===== src/rtl/nway_trace_request_tracker.sv =====
// In-flight data-memory request tracker between the trace repository and the n-way cache.
// Optional hit/miss statistics counters are enabled by defining NWAY_TRACKER_STATS_EN.
module nway_trace_request_tracker #(
    parameter int TRACKER_DEPTH = 4,
    parameter int ADDR_W        = 32,
    parameter int IDX_W         = 17
) (
    input  logic                               clk,
    input  logic                               rst_n,
    input  logic                               req_valid,
    output logic                               req_ready,
    input  logic [ADDR_W-1:0]                  req_addr,
    input  logic [IDX_W-1:0]                   req_trace_index,
    output logic                               cache_req_valid,
    input  logic                               cache_req_ready,
    output logic [ADDR_W-1:0]                  cache_req_addr,
    input  logic                               cache_resp_valid,
    output logic                               cache_resp_ready,
    input  logic [ADDR_W-1:0]                  cache_resp_addr,
    input  logic                               cache_resp_hit,
    output logic                               as_valid,
    input  logic                               as_ready,
    output logic [IDX_W+ADDR_W:0]              as_entry,
    output logic [$clog2(TRACKER_DEPTH+1)-1:0] occupancy,
    output logic                               unmatched_resp
`ifdef NWAY_TRACKER_STATS_EN
    ,
    output logic [31:0]                        hit_count,
    output logic [31:0]                        miss_count
`endif
);

    localparam int PTR_W = $clog2(TRACKER_DEPTH);
    localparam int OCC_W = $clog2(TRACKER_DEPTH + 1);

    typedef struct packed {
        logic              occupied;
        logic              processing;
        logic [IDX_W-1:0]  trace_index;
        logic [ADDR_W-1:0] mem_addr;
    } cache_tracker_t;

    typedef struct packed {
        logic [IDX_W-1:0]  trace_index;
        logic [ADDR_W-1:0] mem_addr;
        logic              trace_hit_miss_flag;
    } active_set_entry;

    cache_tracker_t        slot_reg [TRACKER_DEPTH];
    logic [PTR_W-1:0]      wr_ptr_reg;
    logic [PTR_W-1:0]      disp_ptr_reg;
    logic [OCC_W-1:0]      occupancy_reg;
    logic                  as_valid_reg;
    active_set_entry       as_entry_reg;
    logic                  unmatched_reg;

    logic [TRACKER_DEPTH-1:0] match_vec;
    logic                     match_found;
    logic [PTR_W-1:0]         match_sel;
    logic [PTR_W-1:0]         scan_idx;
    logic                     alloc_fire;
    logic                     disp_fire;
    logic                     resp_fire;
    logic                     retire_fire;

    assign req_ready        = !slot_reg[wr_ptr_reg].occupied;
    assign cache_req_valid  = slot_reg[disp_ptr_reg].occupied && !slot_reg[disp_ptr_reg].processing;
    assign cache_req_addr   = slot_reg[disp_ptr_reg].mem_addr;
    assign cache_resp_ready = !as_valid_reg || as_ready;

    assign alloc_fire  = req_valid && req_ready;
    assign disp_fire   = cache_req_valid && cache_req_ready;
    assign resp_fire   = cache_resp_valid && cache_resp_ready;
    assign retire_fire = resp_fire && match_found;

    // Only slots already in the cache as of the last edge may match a response.
    generate
        for (genvar gi = 0; gi < TRACKER_DEPTH; gi++) begin : g_match
            assign match_vec[gi] = slot_reg[gi].occupied && slot_reg[gi].processing &&
                                   (slot_reg[gi].mem_addr == cache_resp_addr);
        end
    endgenerate

    // The slot at wr_ptr is the oldest allocation, so scanning upward from it finds the oldest match.
    always_comb begin
        match_found = 1'b0;
        match_sel   = '0;
        scan_idx    = '0;
        for (int i = 0; i < TRACKER_DEPTH; i++) begin
            scan_idx = wr_ptr_reg + PTR_W'(i);
            if (!match_found && match_vec[scan_idx]) begin
                match_found = 1'b1;
                match_sel   = scan_idx;
            end
        end
    end

    // Allocate, dispatch and retire always target slots in different states, so they never collide.
    always_ff @(posedge clk or negedge rst_n) begin
        if (!rst_n) begin
            for (int i = 0; i < TRACKER_DEPTH; i++) begin
                slot_reg[i] <= '0;
            end
        end else begin
            for (int i = 0; i < TRACKER_DEPTH; i++) begin
                if (alloc_fire && (wr_ptr_reg == PTR_W'(i))) begin
                    slot_reg[i].occupied    <= 1'b1;
                    slot_reg[i].processing  <= 1'b0;
                    slot_reg[i].trace_index <= req_trace_index;
                    slot_reg[i].mem_addr    <= req_addr;
                end else if (disp_fire && (disp_ptr_reg == PTR_W'(i))) begin
                    slot_reg[i].processing  <= 1'b1;
                end else if (retire_fire && (match_sel == PTR_W'(i))) begin
                    slot_reg[i].occupied    <= 1'b0;
                    slot_reg[i].processing  <= 1'b0;
                end
            end
        end
    end

    always_ff @(posedge clk or negedge rst_n) begin
        if (!rst_n) begin
            wr_ptr_reg    <= '0;
            disp_ptr_reg  <= '0;
            occupancy_reg <= '0;
            as_valid_reg  <= 1'b0;
            as_entry_reg  <= '0;
            unmatched_reg <= 1'b0;
        end else begin
            if (alloc_fire) begin
                wr_ptr_reg <= wr_ptr_reg + PTR_W'(1);
            end
            if (disp_fire) begin
                disp_ptr_reg <= disp_ptr_reg + PTR_W'(1);
            end
            case ({alloc_fire, retire_fire})
                2'b10:   occupancy_reg <= occupancy_reg + OCC_W'(1);
                2'b01:   occupancy_reg <= occupancy_reg - OCC_W'(1);
                default: occupancy_reg <= occupancy_reg;
            endcase
            if (retire_fire) begin
                as_valid_reg                     <= 1'b1;
                as_entry_reg.trace_index         <= slot_reg[match_sel].trace_index;
                as_entry_reg.mem_addr            <= slot_reg[match_sel].mem_addr;
                as_entry_reg.trace_hit_miss_flag <= cache_resp_hit;
            end else if (as_valid_reg && as_ready) begin
                as_valid_reg <= 1'b0;
            end
            if (resp_fire && !match_found) begin
                unmatched_reg <= 1'b1;
            end
        end
    end

`ifdef NWAY_TRACKER_STATS_EN
    logic [31:0] hit_count_reg;
    logic [31:0] miss_count_reg;

    always_ff @(posedge clk or negedge rst_n) begin
        if (!rst_n) begin
            hit_count_reg  <= '0;
            miss_count_reg <= '0;
        end else if (retire_fire) begin
            if (cache_resp_hit && (hit_count_reg != 32'hFFFF_FFFF)) begin
                hit_count_reg <= hit_count_reg + 32'd1;
            end
            if (!cache_resp_hit && (miss_count_reg != 32'hFFFF_FFFF)) begin
                miss_count_reg <= miss_count_reg + 32'd1;
            end
        end
    end

    assign hit_count  = hit_count_reg;
    assign miss_count = miss_count_reg;
`endif

    assign as_valid       = as_valid_reg;
    assign as_entry       = as_entry_reg;
    assign occupancy      = occupancy_reg;
    assign unmatched_resp = unmatched_reg;

endmodule


===== config.mk =====
export PLATFORM = sky130hd
export DESIGN_NAME = nway_trace_request_tracker
export DESIGN_NICKNAME = d
export VERILOG_FILES = /design/src/rtl/nway_trace_request_tracker.sv
export SDC_FILE = /design/constraint.sdc
export NUM_CORES = 1
export LEC_CHECK = 0
export ABC_AREA = 1
export CAP_MARGIN = 20
export CELL_PAD_IN_SITES_DETAIL_PLACEMENT = 0
export CELL_PAD_IN_SITES_GLOBAL_PLACEMENT = 1
export CORE_UTILIZATION = 35
export DETAILED_ROUTE_END_ITERATION = 10
export MAX_ROUTING_LAYER = met4
export PLACE_DENSITY_LB_ADDON = 0.1
export SLEW_MARGIN = 20
export SYNTH_ARGS = -nofsm -noshare
export SYNTH_HDL_FRONTEND = slang
export SYNTH_SLANG_ARGS = --single-unit

===== constraint.sdc =====
create_clock -name clk -period 4.6 [get_ports clk]
set_input_delay 0.46 -clock clk [delete_from_list [all_inputs] [get_ports clk]]
set_output_delay 0.46 -clock clk [all_outputs]
set_load 0.01 [all_outputs]

==> flow_metrics.tcl, run 1 <==
# implementation run metrics
set metrics [dict create \
    drc 0 \
    top_layer "met4" \
    yosys_warnings 0 \
    r2r_slack_ps 690 \
    drt-met1-wl_mm 33.5 \
    cts_tree "built" \
    drtIter0Drc 1743 \
    status "completed" \
    synthTopCellsByArea "dfrtp_1, nand2_1, o21ai_0" \
    synth-xor-area-share_pct 1.41 \
    num_antenna_cells 0 \
    top_usage_layer "met2" \
    initial_utilization_pct 35.6 \
    synthArstFlopShare_pct 100 \
    root_buffer "clkbuf_16" \
    ios 178 \
    netlist_area_um2 16200 \
    wl_met3_mm 3.88 \
    drtAntennaViolNets 0 \
    crit_top_cell "nand2_1" \
    place_ws_ps 133 \
    comb_share_pct 42.7 \
    worst-path-max-fanout 6 \
    ys_types 37 \
    pwr-share-comb_pct 56.0 \
    crit_arrival_ps 4480 \
    path_cells "clkdlybuf4s50_1, inv_1, nand2_1, and2_1, nand2_1, nor2_1, nand3_1, nor2_1, nand3_1, nand2_1, nand2_2, nand2_2, nor2_2, nand2_2, inv_2, nand3_1, nand2_1, inv_1, ha_1, inv_1, fa_1, a21oi_1, o21ai_0, xnor2_1" \
    multi_input_comb_cells 1989 \
    port_buffers 177 \
    die_x_um 217 \
    grt_pass1_vias 16200 \
    dieArea_um2 47200 \
    ys_area_um2 16200 \
    setup_viol 0 \
    postSynthSeqShare_pct 40.6 \
    clock_skew_ps 27.3 \
    power_density_nw_per_um2 823 \
    cts_max_level 2 \
    drive_gt1_share_pct 5.33 \
    cp.depth 24 \
    p_total_w 0.0162 \
    comb_power_w 0.00908 \
    area.combinational_um2 8420 \
    grt_pass1_wl_mm 105 \
    p_int_w 0.00808 \
    hpwl_mm 50.5 \
    synth-seq-cells 263 \
    flop_area_um2 6580 \
    seq_power_share_pct 27.7 \
    aoi_share_pct 8.37 \
    peakVddDrop_v 0.000664 \
    critPathKind "input port to register" \
    ys_sh_simple_pct 41.3 \
    syn_inst 2543 \
    crit_path_end_kind "register" \
    synth_top_area_share_pct 40.6 \
    die_y_um 217 \
    cts_made_buffers 35 \
    edf_count 0 \
    ys_sh_adder_pct 0.818 \
    largest_class "multi-input combinational cells" \
    lay_top_count "nand2_1" \
    cts_buffer_depth 3 \
    first_pass_iters 8 \
    setup_slack_ps 566 \
    min_from "cache_resp_hit" \
    slowest_delay_ps 790 \
    worst-slew-pin-transition_ps 962 \
    cts_setup_buffers 0 \
    synthToLayoutAreaGrowth_pct 21.6 \
    final_cell_mix "nand2_1, dfrtp_1, clkdlybuf4s50_1" \
    hold_class "input port to register" \
    start_kind "input port" \
    mux_share_pct 0 \
    tap_cells 600 \
    crit_end "occupancy[2]" \
    wl_per_cell_um 21.1 \
    post_cts_resized 0 \
    p_leak_nw 10.2 \
    max_freq_mhz 248 \
    maxSlewViolCount 0 \
    hold_slack_ps 450 \
    antenna_found_initial 0 \
    inverters 172 \
    top_cell "nand2_1" \
    routed_via_density 5.12 \
    n_all_buffers 217 \
    synthTopLogicFamily "simple AND/OR/NAND/NOR gates" \
]
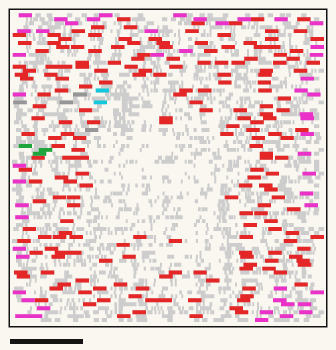
*Sequential cells grouped by signal name, run 1*
Bar = 50 um. Other sequential cells in the stronger grey, the rest of the logic in the fainter grey.
Key: magenta = `as_entry` [sequential cells 50, where all over the die]; red = `slot_reg` [sequential cells 204, where all over the die]; green = `occupancy` [sequential cells 3]; cyan = `wr_ptr_reg` [sequential cells 2]
sequential share of cell area: 33.4%
Final Util: 43.3%
Seq. pwr: 0.00449 W

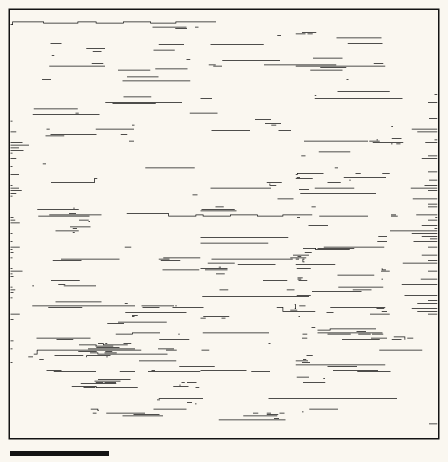
*Met3 routing, run 1*
Bar = 50 um.
The wires run mostly horizontal. The longest straight run is 64.9 um. The layer carries 3,880 um of wire.
total number of vias: 16,900
global-route met3 utilization: 3.07%
drt total wl: 69.7 mm

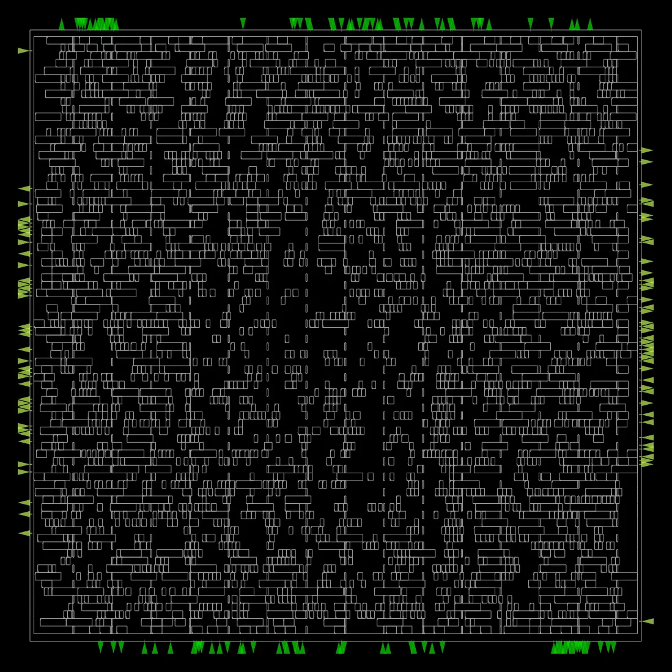
*Placement view, run 1*
Non-Filler Instances: 3,300
Core Area: 45,500 um2
num rows: 78
Fill cells: 4,958
Flop Count: 263

==> run 2: changes to the inputs <==
- ABC_AREA: 1 -> default
- SLEW_MARGIN: 20 -> default
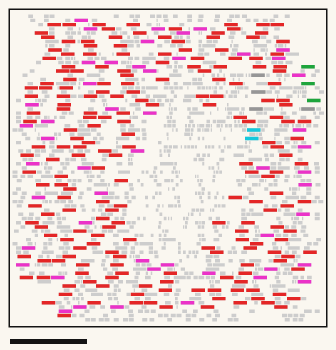
*Sequential cells grouped by signal name, run 2*
Bar = 50 um. Other sequential cells in the stronger grey, the rest of the logic in the fainter grey.
Key: cyan = `wr_ptr_reg` [sequential cells 2]; red = `slot_reg` [sequential cells 204, where all over the die]; magenta = `as_entry` [sequential cells 50, where all over the die]; green = `occupancy` [sequential cells 3]
Another 4 sequential cells are not coloured.
Final Util: 44.3%
Seq. pwr: 0.00423 W
register area: 6580 um2

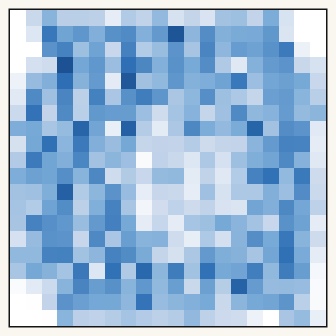
*Placement density heat map, run 2*
The die is cut into 20 by 20 equal tiles; white is low, dark blue is high, 0 to 100% covered.
The mean over all tiles is 41%. 4.0% of the tiles are nearly empty. 2.5% of the tiles are over 75% full. The emptiest ninth of the die: centre. The fullest tile reaches 86%.
Core Area: 40,000 um2
Core Util at FP: 35.7%

==> flow_metrics.tcl, run 2 <==
# implementation run metrics
set metrics [dict create \
    top_layer "met4" \
    port_buffers 177 \
    p_leak_nw 6.95 \
    syn_inst 1160 \
    cts_max_level 1 \
    synthTopCellsByArea "dfrtp_1, mux2_2, xor2_1" \
    aoi_share_pct 6.80 \
    max_freq_mhz 261 \
    use_met3_pct 2.79 \
    cp.depth 11 \
    seq_power_share_pct 38.2 \
    die_x_um 204 \
    grt_pass1_vias 10800 \
    top_usage_layer "met2" \
    setup_slack_ps 763 \
    synth-seq-cells 263 \
    clock_skew_ps 11.5 \
    multi_input_comb_cells 818 \
    peakVddDrop_v 0.000321 \
    comb_share_pct 41.3 \
    cts_setup_buffers 0 \
    maxSlewViolCount 0 \
    synth-xor-area-share_pct 8.16 \
    top_cell "dfrtp_1" \
    first_pass_iters 5 \
    p_int_w 0.00685 \
    slowest_delay_ps 660 \
    die_y_um 204 \
    status "completed" \
    pwr-share-comb_pct 41.3 \
    setup_viol 0 \
    mux_share_pct 25.8 \
    synth_top_area_share_pct 46.1 \
    root_buffer "clkbuf_16" \
    crit_arrival_ps 4290 \
    final_cell_mix "dfrtp_1, mux2_2, clkdlybuf4s50_1" \
    num_antenna_cells 4 \
    r2r_slack_ps 760 \
    cts_tree "built" \
    antenna_found_initial 3 \
    hold_class "input port to register" \
    cts_made_buffers 31 \
]
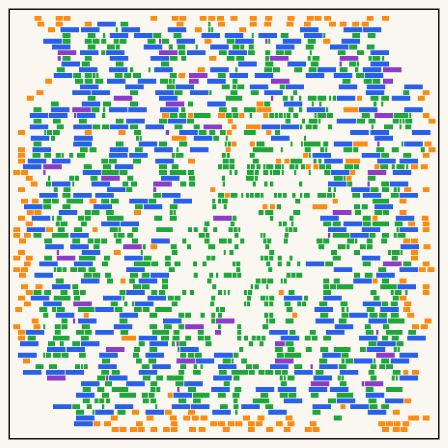
*Cell classes on the final placement, run 2*
Key: orange = remaining buffers and delay cells [cells 220, share of their area 13%]; purple = clock drivers and dummy loads [cells 55, share of their area 5.3%]; green = remaining logic cells [cells 833, share of their area 43%]; blue = registers [cells 263, share of their area 39%]
final instance area: 17,700 um2
sequential share of cell area: 37.1%
num rows: 73

Power figures rest on the tool's default switching activity, not on a simulated workload.
